==> images/m3.png <==
Drawn at 1.5 px/um. Cells faint in the background.
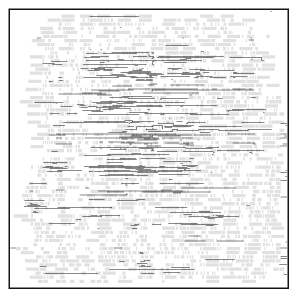
==> images/layers.png <==
Drawn at 1.5 px/um.
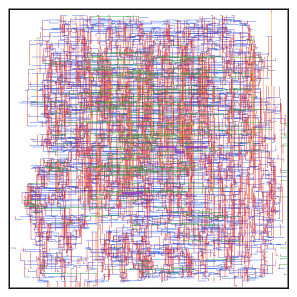
==> images/ff_map.png <==
Drawn at 1.5 px/um. Other sequential cells in the stronger grey, the rest of the logic in the fainter grey.
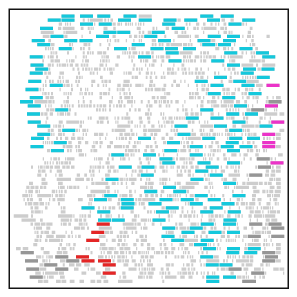
==> images/clock_wires.png <==
Drawn at 2 px/um.
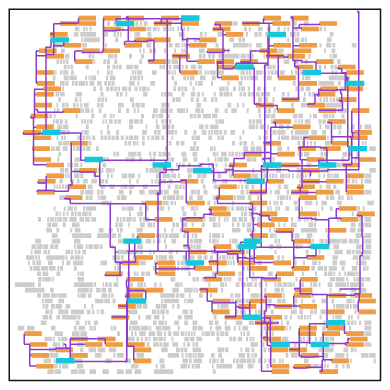
### config.mk
export PLATFORM = sky130hd
export DESIGN_NAME = json_motor_cmd_tx
export DESIGN_NICKNAME = d
export VERILOG_FILES = /design/src/rtl/json_motor_cmd_tx.sv
export SDC_FILE = /design/constraint.sdc
export NUM_CORES = 1
export LEC_CHECK = 0
export CORE_MARGIN = 1.5
export CORE_UTILIZATION = 46
export DETAILED_ROUTE_END_ITERATION = 10
export GPL_ROUTABILITY_DRIVEN = 1
export SLEW_MARGIN = 0
export SYNTH_ARGS = -nofsm -noshare
export SYNTH_HDL_FRONTEND = slang
export SYNTH_SLANG_ARGS = --single-unit
### constraint.sdc
create_clock -name clk -period 9.6 [get_ports clk]
set_input_delay 2.4 -clock clk [delete_from_list [all_inputs] [get_ports clk]]
set_output_delay 2.4 -clock clk [all_outputs]
set_load 0.05 [all_outputs]
### src/rtl/json_motor_cmd_tx.sv
// Serialises a signed left/right wheel speed pair into a {"T":t,"L":l,"R":r}\n
// frame and streams it over a valid/ready byte interface, with optional keep-alive resend.
module json_motor_cmd_tx #(
    parameter int SPEED_W       = 8,
    parameter int T_CODE        = 1,
    parameter int RESEND_CYCLES = 0
) (
    input  logic                      clk,
    input  logic                      rst,
    input  logic                      cmd_valid,
    output logic                      cmd_ready,
    input  logic signed [SPEED_W-1:0] cmd_left,
    input  logic signed [SPEED_W-1:0] cmd_right,
    output logic [7:0]                tx_data,
    output logic                      tx_valid,
    input  logic                      tx_ready,
    output logic                      busy,
    output logic                      frame_done,
    output logic [4:0]                frame_len
);

    localparam int CNT_W = (RESEND_CYCLES > 0) ? $clog2(RESEND_CYCLES + 1) : 1;
    localparam logic signed [SPEED_W-1:0] MAX_S = SPEED_W'(100);
    localparam logic signed [SPEED_W-1:0] MIN_S = -MAX_S;
    localparam logic [7:0] T_CHAR = 8'(8'h30 + T_CODE);

    typedef enum logic [1:0] {IDLE, BUILD, SEND} state_t;

    // Number text, right-aligned in s; n = character count (1..5).
    typedef struct packed {
        logic [2:0]  n;
        logic [39:0] s;
    } num_t;

    function automatic num_t fmt_num(input logic signed [SPEED_W-1:0] v);
        logic signed [SPEED_W-1:0] c;
        logic [SPEED_W-1:0] mag;
        logic [6:0] a;
        logic [6:0] frac;
        logic [3:0] tens;
        logic [3:0] units;
        num_t r;
        c = v;
        if (v > MAX_S)
            c = MAX_S;
        else if (v < MIN_S)
            c = MIN_S;
        mag   = c[SPEED_W-1] ? -c : c;
        a     = mag[6:0];
        frac  = (a == 7'd100) ? 7'd0 : a;
        tens  = 4'(frac / 7'd10);
        units = 4'(frac % 7'd10);
        r = '0;
        if (c[SPEED_W-1]) begin
            r.s = {r.s[31:0], 8'h2d};
            r.n = r.n + 3'd1;
        end
        r.s = {r.s[31:0], (a == 7'd100) ? 8'h31 : 8'h30};
        r.n = r.n + 3'd1;
        if (frac != 7'd0) begin
            r.s = {r.s[23:0], 8'h2e, 4'h3, tens};
            r.n = r.n + 3'd2;
            if (units != 4'd0) begin
                r.s = {r.s[31:0], 4'h3, units};
                r.n = r.n + 3'd1;
            end
        end
        return r;
    endfunction

    state_t                    state;
    logic signed [SPEED_W-1:0] lat_left;
    logic signed [SPEED_W-1:0] lat_right;
    logic                      have_cmd;
    logic [CNT_W-1:0]          resend_cnt;
    logic [223:0]              frame_q;
    logic [4:0]                idx;

    num_t         num_l;
    num_t         num_r;
    logic [223:0] frame_c;
    logic [4:0]   len_c;
    logic [4:0]   sel_first;
    logic [4:0]   sel_next;

    // Frame is built by shifting text in from the right, so byte 0 ends up highest.
    always_comb begin
        num_l   = fmt_num(lat_left);
        num_r   = fmt_num(lat_right);
        frame_c = '0;
        frame_c[47:0] = {"{\"T\":", T_CHAR};
        frame_c = {frame_c[183:0], ",\"L\":"};
        frame_c = (frame_c << {num_l.n, 3'b000}) | {184'd0, num_l.s};
        frame_c = {frame_c[183:0], ",\"R\":"};
        frame_c = (frame_c << {num_r.n, 3'b000}) | {184'd0, num_r.s};
        frame_c = {frame_c[207:0], "}\n"};
        len_c   = 5'd18 + {2'b00, num_l.n} + {2'b00, num_r.n};
    end

    assign sel_first = frame_len - 5'd1;
    assign sel_next  = frame_len - 5'd2 - idx;

    always_ff @(posedge clk or posedge rst) begin
        if (rst) begin
            state      <= IDLE;
            lat_left   <= '0;
            lat_right  <= '0;
            have_cmd   <= 1'b0;
            resend_cnt <= '0;
            frame_q    <= '0;
            idx        <= '0;
            cmd_ready  <= 1'b1;
            tx_data    <= 8'h00;
            tx_valid   <= 1'b0;
            busy       <= 1'b0;
            frame_done <= 1'b0;
            frame_len  <= 5'd0;
        end else begin
            frame_done <= 1'b0;
            case (state)
                IDLE: begin
                    if (cmd_valid) begin
                        lat_left   <= cmd_left;
                        lat_right  <= cmd_right;
                        have_cmd   <= 1'b1;
                        resend_cnt <= '0;
                        cmd_ready  <= 1'b0;
                        state      <= BUILD;
                    end else if (RESEND_CYCLES > 0 && have_cmd) begin
                        if (resend_cnt == CNT_W'(RESEND_CYCLES)) begin
                            resend_cnt <= '0;
                            cmd_ready  <= 1'b0;
                            state      <= BUILD;
                        end else begin
                            resend_cnt <= resend_cnt + 1'b1;
                        end
                    end
                end
                BUILD: begin
                    frame_q   <= frame_c;
                    frame_len <= len_c;
                    busy      <= 1'b1;
                    idx       <= '0;
                    state     <= SEND;
                end
                SEND: begin
                    if (!tx_valid) begin
                        tx_valid <= 1'b1;
                        tx_data  <= frame_q[{sel_first, 3'b000} +: 8];
                    end else if (tx_ready) begin
                        if (idx == sel_first) begin
                            tx_valid   <= 1'b0;
                            busy       <= 1'b0;
                            frame_done <= 1'b1;
                            cmd_ready  <= 1'b1;
                            resend_cnt <= '0;
                            state      <= IDLE;
                        end else begin
                            idx     <= idx + 5'd1;
                            tx_data <= frame_q[{sel_next, 3'b000} +: 8];
                        end
                    end
                end
                default: state <= IDLE;
            endcase
        end
    end

endmodule

==> flow_summary.toml <==
# generated from flow reports
[synth]
edf_count = 0
most_common_cell = "nand2_1"
syn_avg_cell_area_um2 = 7.99
ys_seq_share_pct = 34.7
synth.top_cell.area_share_pct = 34.5
ys_types = 106
synth_top_flop_cell = "dfrtp_1"
yosys_warnings = 0
ys_ff = 211
synth_top_cell_by_area = "dfrtp_1"
synthesis.nets = 1964
synth-async-reset-ratio_pct = 100
synth_area_um2 = 15200
yosys_area_um2 = 15200
synthTopCellsByCount = "nand2_1 (323), dfrtp_1 (210), nor2_1 (177), o21ai_0 (151), a21oi_1 (139)"
synth-cells-yosys = 1905

[floorplan]
die_h_um = 185
dieWidth_um = 185
coreArea_um2 = 32500
fp_util_pct = 46.8
num_io_pins = 37
num_rows = 66
die-area_um2 = 34200

[cts]
cts_made_buffers = 26
htreeDepth = 1
cts-hold-fix-buffers = 0
cts_setup_buffers = 0
clock-sinks = 211
root_buffer = "clkbuf_16"
path_clk_slew_ps = 60
cts_resized = 0
tritoncts = "built"

[global_route]
use_met3_pct = 5.76
grtUsageMet2_pct = 46.5
antenna_found_initial = 3
grtUsageTotal_pct = 31.1
grt_max_degree = 134
grt.busiest_layer = "met2"
grt_util_met1_pct = 44.3
grt_pass1_wl_mm = 82.4
overflow = 0

[setup_path]
cp-end-kind = "flip-flop"
critPathTopFamily = "AND-OR/OR-AND gates"
critical_path_class = "reg2reg"
crit_top_cell = "ha_1"
startpoint_type = "flip-flop"
cp_max_fo = 27
required_ps = 10040
critPathMaxStageDelay_ps = 630
critPathSlowestCell = "ha_1"
arrival_ps = 9190

[flow_run]
drv_cap = 0
tool_warnings = 42

[placement]
dp_hpwl_mm = 36.6
gp_congestion = 1.00
portBuffers = 35
dp_slack_ps = 1080

[final_timing]
finalClockPeriodUsage_pct = 91.2
fin_setup_tns_ps = 0
worst_slack_ps = 847
post-route-min-period_ps = 8750
timing_hold_violations_final = 0
relSlewSlack_pct = 29.7
worstMarginPinSlew_ps = 1050
rsz0062_at_grt = "no"
fmax_ghz = 0.114

[route]
drc = 0
drtAntennaViolNets = 0
drt_iter0_markers = 1671
avgViaCountPerCell = 6.34
drt_pass1_iterations = 6

[run_status]
status = "completed"

[final_layout]
drive_above_1_share_pct = 8.78
nets = 1908
synthToLayoutAreaGrowth_pct = 9.39
nFillCells = 3220

[worst_hold_path]
hold_class = "reg2reg"
About m3.png:
wire length on this layer: 4,160 um
longest straight run: 76.8 um
nets with wire on the layer: 212
main direction: horizontal
routed wire length: 52.3 mm
via count: 14,600

About layers.png:
| colour | layer | wire length |
|---|---|---|
| orange | M4 | 2,060 um |
| red | M2 | 22.9 mm |
| blue | M1 | 23.1 mm |
| purple | M5 | 45.7 um |
| green | M3 | 4,160 um |

About ff_map.png:
| colour | signal | sequential cells |
|---|---|---|
| magenta | tx_data | 7 |
| red | lat_right | 8 |
| cyan | frame_q | 172 |
final core utilization: 51.2%
FF/Latch Area: 5280 um2
Seq/total area: 31.7%

About clock_wires.png:
[purple] clock wires | length: 3,240 um
[cyan] clock-net drivers | count: 26
[orange] flip-flops | count: 211
routed clock nets: 27
flops lie: all over the die
Clock Skew: 23.1 ps
Clock Latency Late Sink: 560 ps

-- through the flow --
step | hold WS [ps] | instances | instance area (um2) | util (%)
after CTS | 465 | 2310 | 16700 | 51.2
after global placement | 449 | 2263 | 15800 | 48.7
final | 466 | 2311 | 16700 | 51.2
after detailed placement | 452 | 2263 | 15800 | 48.7
after floorplan | 430 | 1905 | 15200 | -
after global routing | 480 | 2310 | 16700 | 51.2
-- per-layer routing --
layer  part of all wire (%)  vias to the layer above
met1                     44                     7052
li1                       -                     6834
met4                    3.9                        6
met2                     44                      632
met3                    8.0                      121
met5                  0.086                        -
-- flip-flops by register name (all words and copies together), names as in the netlist, 2 cells and up --
name       flops
frame_q      172
lat_left       8
lat_right      8
tx_data        7
frame_len      5
idx            5
state          2
-- worst reg2reg max path: cells and delay by family, from the launching register on --
family | cells | cell delay (ps)
mux | 2 | 610
simple gates | 9 | 1830
buf+inv | 2 | 450
fa+ha+maj | 5 | 1880
flops | 1 | 590
compound gates | 11 | 3280
-- cells in the final DEF (no fill, tap or decap), drive strengths merged, types with 25 or more instances in the layout --
| cell | count |
|---|---|
| o21ai | 166 |
| ha | 37 |
| nand2 | 325 |
| o211ai | 31 |
| buf | 37 |
| nor2 | 180 |
| mux2i | 25 |
| clkbuf | 42 |
| dfrtp | 210 |
| a31oi | 55 |
| and2 | 41 |
| a311oi | 25 |
| inv | 40 |
| a21oi | 141 |
| nand3 | 61 |
| clkdlybuf4s50 | 35 |
| a211oi | 65 |
| nor3 | 44 |
-- final timing paths --
kind | start | endpoint | slack [ps] | cells past startpoint
max | lat_left[2] | frame_q[91] | 850 | 29
min | cmd_ready | cmd_ready | 470 | 2
max reg2reg | lat_left[2] | frame_q[91] | 850 | 29
min reg2reg | cmd_ready | cmd_ready | 470 | 2
max in group asynchronous | rst | frame_q[221] | 5520 | 3
min in group asynchronous | rst | frame_q[18] | 2450 | 2
-- cell type report --
type / instances / area [um2] / area share, %
antenna: 1 / 2.50 / 0.0150
clock buffer: 42 / 761 / 4.57
clock inverter: 5 / 61.3 / 0.368
inverter: 41 / 164 / 0.984
multi-input combinational: 1497 / 9200 / 55.3
sequential: 211 / 5280 / 31.7
tap: 442 / 553 / 3.32
timing repair buffer: 72 / 628 / 3.77
-- cells by family (layout without fill, tap and decap cells) --
kind of cell / Yosys count / count (layout) / synth area share [%]
muxes: 52 / 52 / 4.26
buffers and inverters: 197 / 160 / 5.40
and+or+nand+nor: 708 / 708 / 20.7
DFF: 211 / 211 / 34.7
adders and majority gates: 39 / 39 / 3.30
other: 1 / 2 / 0.0246
AOI/OAI and AO/OA: 671 / 671 / 29.8
xor gates and xnor gates: 26 / 26 / 1.83
